===== src/rtl/branch_ctrl.sv =====
// ============================================================================
// Module   : branch_ctrl
// Brief    : Run/stall/halt sequencer with compare flag and branch target
//            generation. Optional macro JUMP_LUT_EN selects a 16x8 jump LUT
//            instead of PC-relative targets.
// Revision : 1.0 - initial release
// ============================================================================
`default_nettype none

module branch_ctrl (
    input  logic       Clk,
    input  logic       Reset,
    input  logic       Req,
    input  logic [8:0] Instr,
    input  logic [7:0] PC,
    input  logic       AluZero,
`ifdef JUMP_LUT_EN
    input  logic       LutWe,
    input  logic [3:0] LutAddr,
    input  logic [7:0] LutData,
`endif
    output logic       Start,
    output logic       StallCtr,
    output logic       Jen,
    output logic       Zero,
    output logic [7:0] Jump,
    output logic       Done
);

    typedef enum logic [1:0] {
        S_IDLE  = 2'd0,
        S_RUN   = 2'd1,
        S_STALL = 2'd2,
        S_DONE  = 2'd3
    } state_t;

    localparam logic [2:0] c_OP_CMP = 3'b101;
    localparam logic [2:0] c_OP_MEM = 3'b110;
    localparam logic [2:0] c_OP_BRZ = 3'b111;
    localparam logic [8:0] c_HALT   = 9'h1FF;

    state_t     state_q, state_d;
    logic [1:0] cnt_q, cnt_d;
    logic       zero_q, zero_d;

    logic       w_start, w_stall, w_jen, w_done;
    logic [7:0] w_target;
    logic [2:0] w_op;
    logic       w_halt;

    assign w_op   = Instr[8:6];
    assign w_halt = (Instr == c_HALT);

    always_ff @(posedge Clk) begin
        if (Reset) begin
            state_q <= S_IDLE;
            cnt_q   <= 2'd0;
            zero_q  <= 1'b0;
        end else begin
            state_q <= state_d;
            cnt_q   <= cnt_d;
            zero_q  <= zero_d;
        end
    end

    always_comb begin
        state_d = state_q;
        cnt_d   = cnt_q;
        zero_d  = zero_q;
        w_start = 1'b1;
        w_stall = 1'b0;
        w_jen   = 1'b0;
        w_done  = 1'b0;
        case (state_q)
            S_IDLE: begin
                if (Req) begin
                    state_d = S_RUN;
                    zero_d  = 1'b0;
                end
            end
            S_RUN: begin
                w_start = 1'b0;
                if (w_halt) begin
                    state_d = S_DONE;
                end else begin
                    case (w_op)
                        // The decoding RUN cycle is stall count 0.
                        c_OP_MEM: begin
                            w_stall = 1'b1;
                            cnt_d   = 2'd1;
                            state_d = S_STALL;
                        end
                        c_OP_CMP: zero_d = AluZero;
                        c_OP_BRZ: w_jen  = 1'b1;
                        default:  ;
                    endcase
                end
            end
            S_STALL: begin
                w_start = 1'b0;
                w_stall = 1'b1;
                if (cnt_q == 2'd3) begin
                    cnt_d   = 2'd0;
                    state_d = S_RUN;
                end else begin
                    cnt_d = cnt_q + 2'd1;
                end
            end
            S_DONE: begin
                w_done = 1'b1;
                if (!Req) begin
                    state_d = S_IDLE;
                end
            end
            default: state_d = S_IDLE;
        endcase
    end

`ifdef JUMP_LUT_EN
    logic [7:0] lut_q [16];
    logic       w_unused_pc;

    assign w_unused_pc = ^PC;

    // No reset: table contents survive Reset.
    always_ff @(posedge Clk) begin
        if (LutWe && (state_q == S_IDLE)) begin
            lut_q[LutAddr] <= LutData;
        end
    end

    assign w_target = lut_q[Instr[3:0]];
`else
    assign w_target = PC + {{2{Instr[5]}}, Instr[5:0]};
`endif

    // Outputs are forced to their idle values while Reset is held.
    assign Start    = Reset | w_start;
    assign StallCtr = ~Reset & w_stall;
    assign Jen      = ~Reset & w_jen;
    assign Zero     = ~Reset & zero_q;
    assign Done     = ~Reset & w_done;
    assign Jump     = (Jen) ? w_target : 8'h00;

endmodule

`default_nettype wire


===== config.mk =====
export PLATFORM = sky130hd
export DESIGN_NAME = branch_ctrl
export DESIGN_NICKNAME = d
export VERILOG_FILES = /design/src/rtl/branch_ctrl.sv
export SDC_FILE = /design/constraint.sdc
export NUM_CORES = 1
export LEC_CHECK = 0
export ABC_CLOCK_PERIOD_IN_PS = 3500
export CAP_MARGIN = 10
export CELL_PAD_IN_SITES_DETAIL_PLACEMENT = 2
export CELL_PAD_IN_SITES_GLOBAL_PLACEMENT = 2
export CORE_MARGIN = 2
export CORE_UTILIZATION = 24
export DETAILED_ROUTE_END_ITERATION = 8
export PLACE_DENSITY = 0.85
export SLEW_MARGIN = 15
export SYNTH_ARGS = -nofsm -noshare
export SYNTH_HDL_FRONTEND = slang
export SYNTH_SLANG_ARGS = --single-unit

===== constraint.sdc =====
create_clock -name Clk -period 3.5 [get_ports Clk]
set_input_delay 0.7 -clock Clk [delete_from_list [all_inputs] [get_ports Clk]]
set_output_delay 0.7 -clock Clk [all_outputs]
set_load 0.005 [all_outputs]

Figure 1. I/O pins on the die edge (run 1).
(6 px per um) Pins as bars across the die edge, other pins in grey.
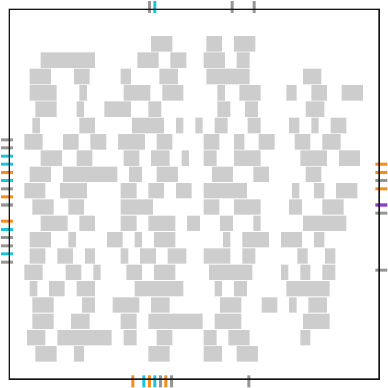
- purple: Start (pins 1; direction output; edge right)
- cyan: PC (pins 8; direction input; edge 5 left, 2 bottom, 1 top)
- orange: Instr (pins 9; direction input; edge 3 bottom, 3 left, 3 right)
- all pins by edge: 15 left, 8 bottom, 7 right, 4 top

Figure 2. Clock nets (run 1).
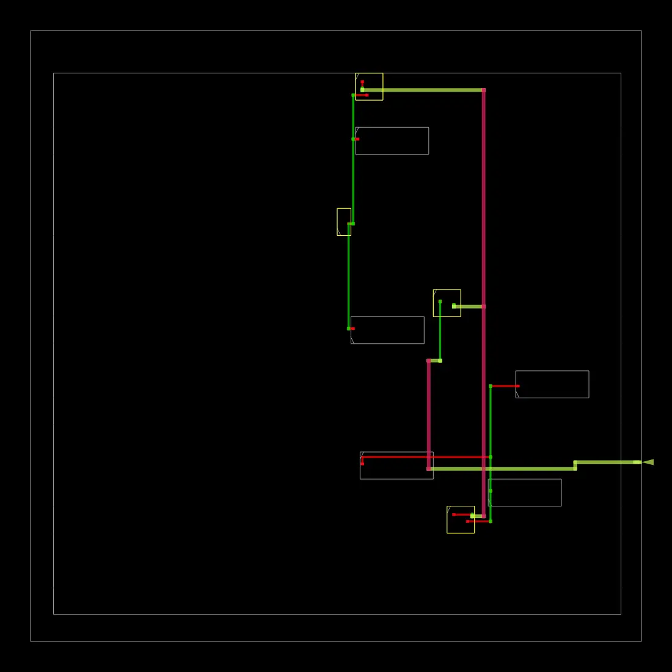
Flops: 5
Worst-Skew Late Latency: 0.27 ns

==> reports/summary.txt, run 1 <==
status: completed
# DRC: 0
met2 WL post-DR: 1930 um
layout cells sized above 1: 0.212
clk_skew: 0.00470 ns
Top Usage Layer GRT: met2
CP cell instances: clkdlybuf4s50_1, ha_2, fa_2, buf_4, buf_4, xnor2_1, nor2_1, clkdlybuf4s50_1
Mapped Cells: 99
first-pass GRT wire length: 5000 um
fin util: 0.449
yosys aoi share: 0.228
Setup crit start kind: input port
H-tree Lvls: 1
GRT Overall Usage: 0.185
hold endpoint: zero_q$_SDFFE_PP0P_
critical path startpoint: PC[0]
Die Wd: 61.4 um
switching power: 0.000200 W
Async S/R FF share, synth: 0
CP required: 2.80 ns
CTS Buf Count: 3
dpl cell area: 1280 um2
pre-CTS WS: -0.155 ns
Post-synth seq share: 0.127
Vias per Instance: 5.04
ys flops: 5
Final Critical Period: 3.45 ns
Critical-path top delay cell: clkdlybuf4s50_1
post-route cell area: 1390 um2
grt total ovfl: 0
worst vdd ir: 0.109 mV
Std-Cell Rows: 20
cell family with most CP delay: buffers and inverters
internal power: 0.000272 W
met2 usage: 0.375
area of the multi-input gates: 732 um2
Figure 3. Selected gate families (run 1).
(6 px per um)
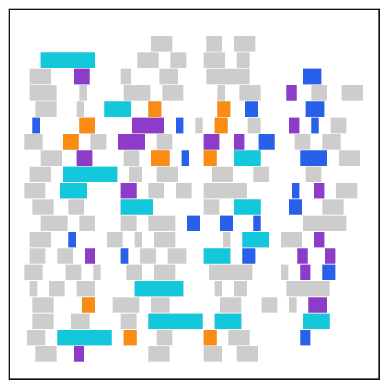
- cyan: adder and majority cells (cells 14)
- purple: inverting AOI/OAI gates (cells 17)
- blue: NAND gates (cells 19)
- orange: AND and OR gates (cells 10)

Figure 4. Clock wires, drivers and flops (run 1).
(8 px per um)
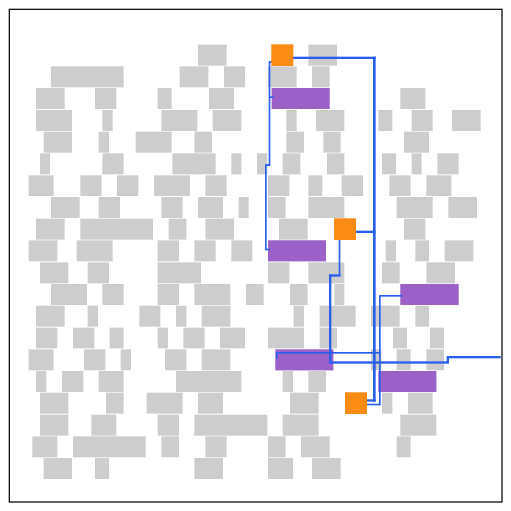
- orange: clock drivers (count 3)
- blue: clock wires (length 161 um)
- purple: flip-flops (count 5)
- routed clock nets: 4

Figure 5. Metal layers overlaid (run 1).
(4 px per um) Two of the layers only.
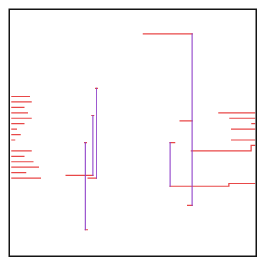

==> run 2, diff against run 1 <==
--- a/config.mk
+++ b/config.mk
@@ -5,14 +5,14 @@
 export SDC_FILE = /design/constraint.sdc
 export NUM_CORES = 1
 export LEC_CHECK = 0
-export ABC_CLOCK_PERIOD_IN_PS = 3500
+export ABC_CLOCK_PERIOD_IN_PS = 2800
 export CAP_MARGIN = 10
 export CELL_PAD_IN_SITES_DETAIL_PLACEMENT = 2
 export CELL_PAD_IN_SITES_GLOBAL_PLACEMENT = 2
 export CORE_MARGIN = 2
-export CORE_UTILIZATION = 24
+export CORE_UTILIZATION = 20
 export DETAILED_ROUTE_END_ITERATION = 8
-export PLACE_DENSITY = 0.85
+export PLACE_DENSITY = 0.76
 export SLEW_MARGIN = 15
 export SYNTH_ARGS = -nofsm -noshare
 export SYNTH_HDL_FRONTEND = slang
==> constraint.sdc (replaced) <==
create_clock -name Clk -period 2.8 [get_ports Clk]
set_input_delay 0.56 -clock Clk [delete_from_list [all_inputs] [get_ports Clk]]
set_output_delay 0.56 -clock Clk [all_outputs]
set_load 0.005 [all_outputs]
Figure 6. Metal layers overlaid (run 2).
(4 px per um) Two of the layers only.
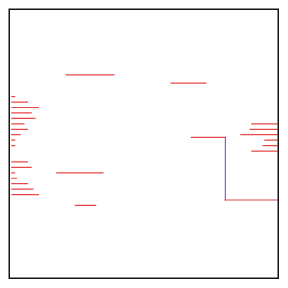
- purple: metal 4 (wire length 15.6 um)
- red: metal 3 (wire length 152 um)

Figure 7. Selected gate families (run 2).
(6 px per um)
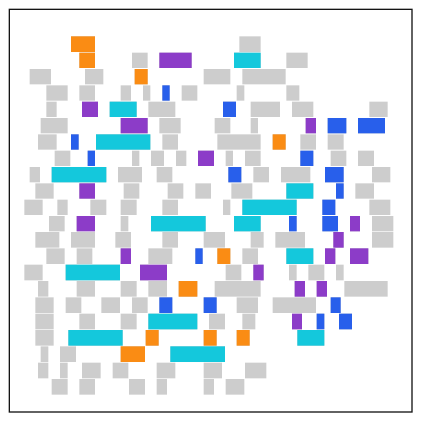
- blue: NAND gates (cells 19)
- orange: AND and OR gates (cells 10)
- purple: inverting AOI/OAI gates (cells 17)
- cyan: adder and majority cells (cells 14)

Figure 8. Clock wires, drivers and flops (run 2).
(8 px per um)
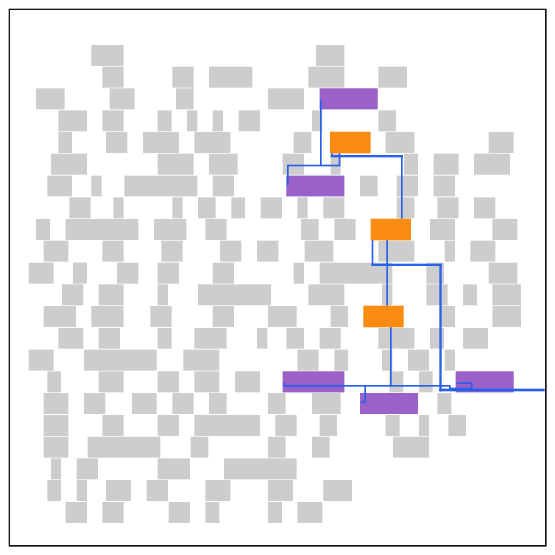
- blue: clock wires (length 137 um)
- purple: flip-flops (count 5)
- orange: clock drivers (count 3)
- routed clock nets: 4

==> run 2 against run 1 <==
  * Sequential cell count unchanged
  * Via count up 7.3%
  * Clock power rose by 81%
  * Core utilization fell by 3.3 points
  * Cell area is 12% higher
  * Critical endpoint is now Jump[6]
==> reports/summary.txt, run 2 <==
ys flops: 5 (unchanged)
dpl cell area: 1350 um2 (+5.1%)
Flops: 5 (unchanged)
met2 usage: 0.373 (-0.00288)
# Taps: 48
GRT Overall Usage: 0.179 (-0.00673)
initial antenna violation count: 0
hold endpoint: cnt_q[1]$_SDFFE_PP0P_
Top Usage Layer GRT: met2
top comb family, area: simple AND/OR/NAND/NOR gates
clk_skew: 0.00289 ns (-0.00181 ns)
worst vdd ir: 0.128 mV (+17%)
Post-synth seq share: 0.127 (unchanged)
internal power: 0.000417 W (+53%)
fin util: 0.416 (-0.0331)
yosys aoi share: 0.228 (unchanged)
crit share post-route: 0.991
cell family with most CP delay: simple AND/OR/NAND/NOR gates
Die Wd: 66.9 um (+8.9%)
Final Critical Period: 2.77 ns
CP cell instances: clkdlybuf4s15_2, and4_1, a311o_1, buf_4, or4_4, nand2_1, buf_2
# DRC: 0 (unchanged)
grt total ovfl: 0 (unchanged)
met2 WL post-DR: 2260 um (+17%)
Vias per Instance: 4.88 (-3.1%)
switching power: 0.000275 W (+38%)
post-route cell area: 1560 um2 (+12%)
worst min-delay path class: register to register
status: completed
Critical-path top delay cell: or4_4
leakage power: 0.720 nW
Std-Cell Rows: 22 (+10%)
first-pass GRT wire length: 5960 um (+19%)
critical path startpoint: Instr[2]
Power is estimated from default activity; no workload was simulated.
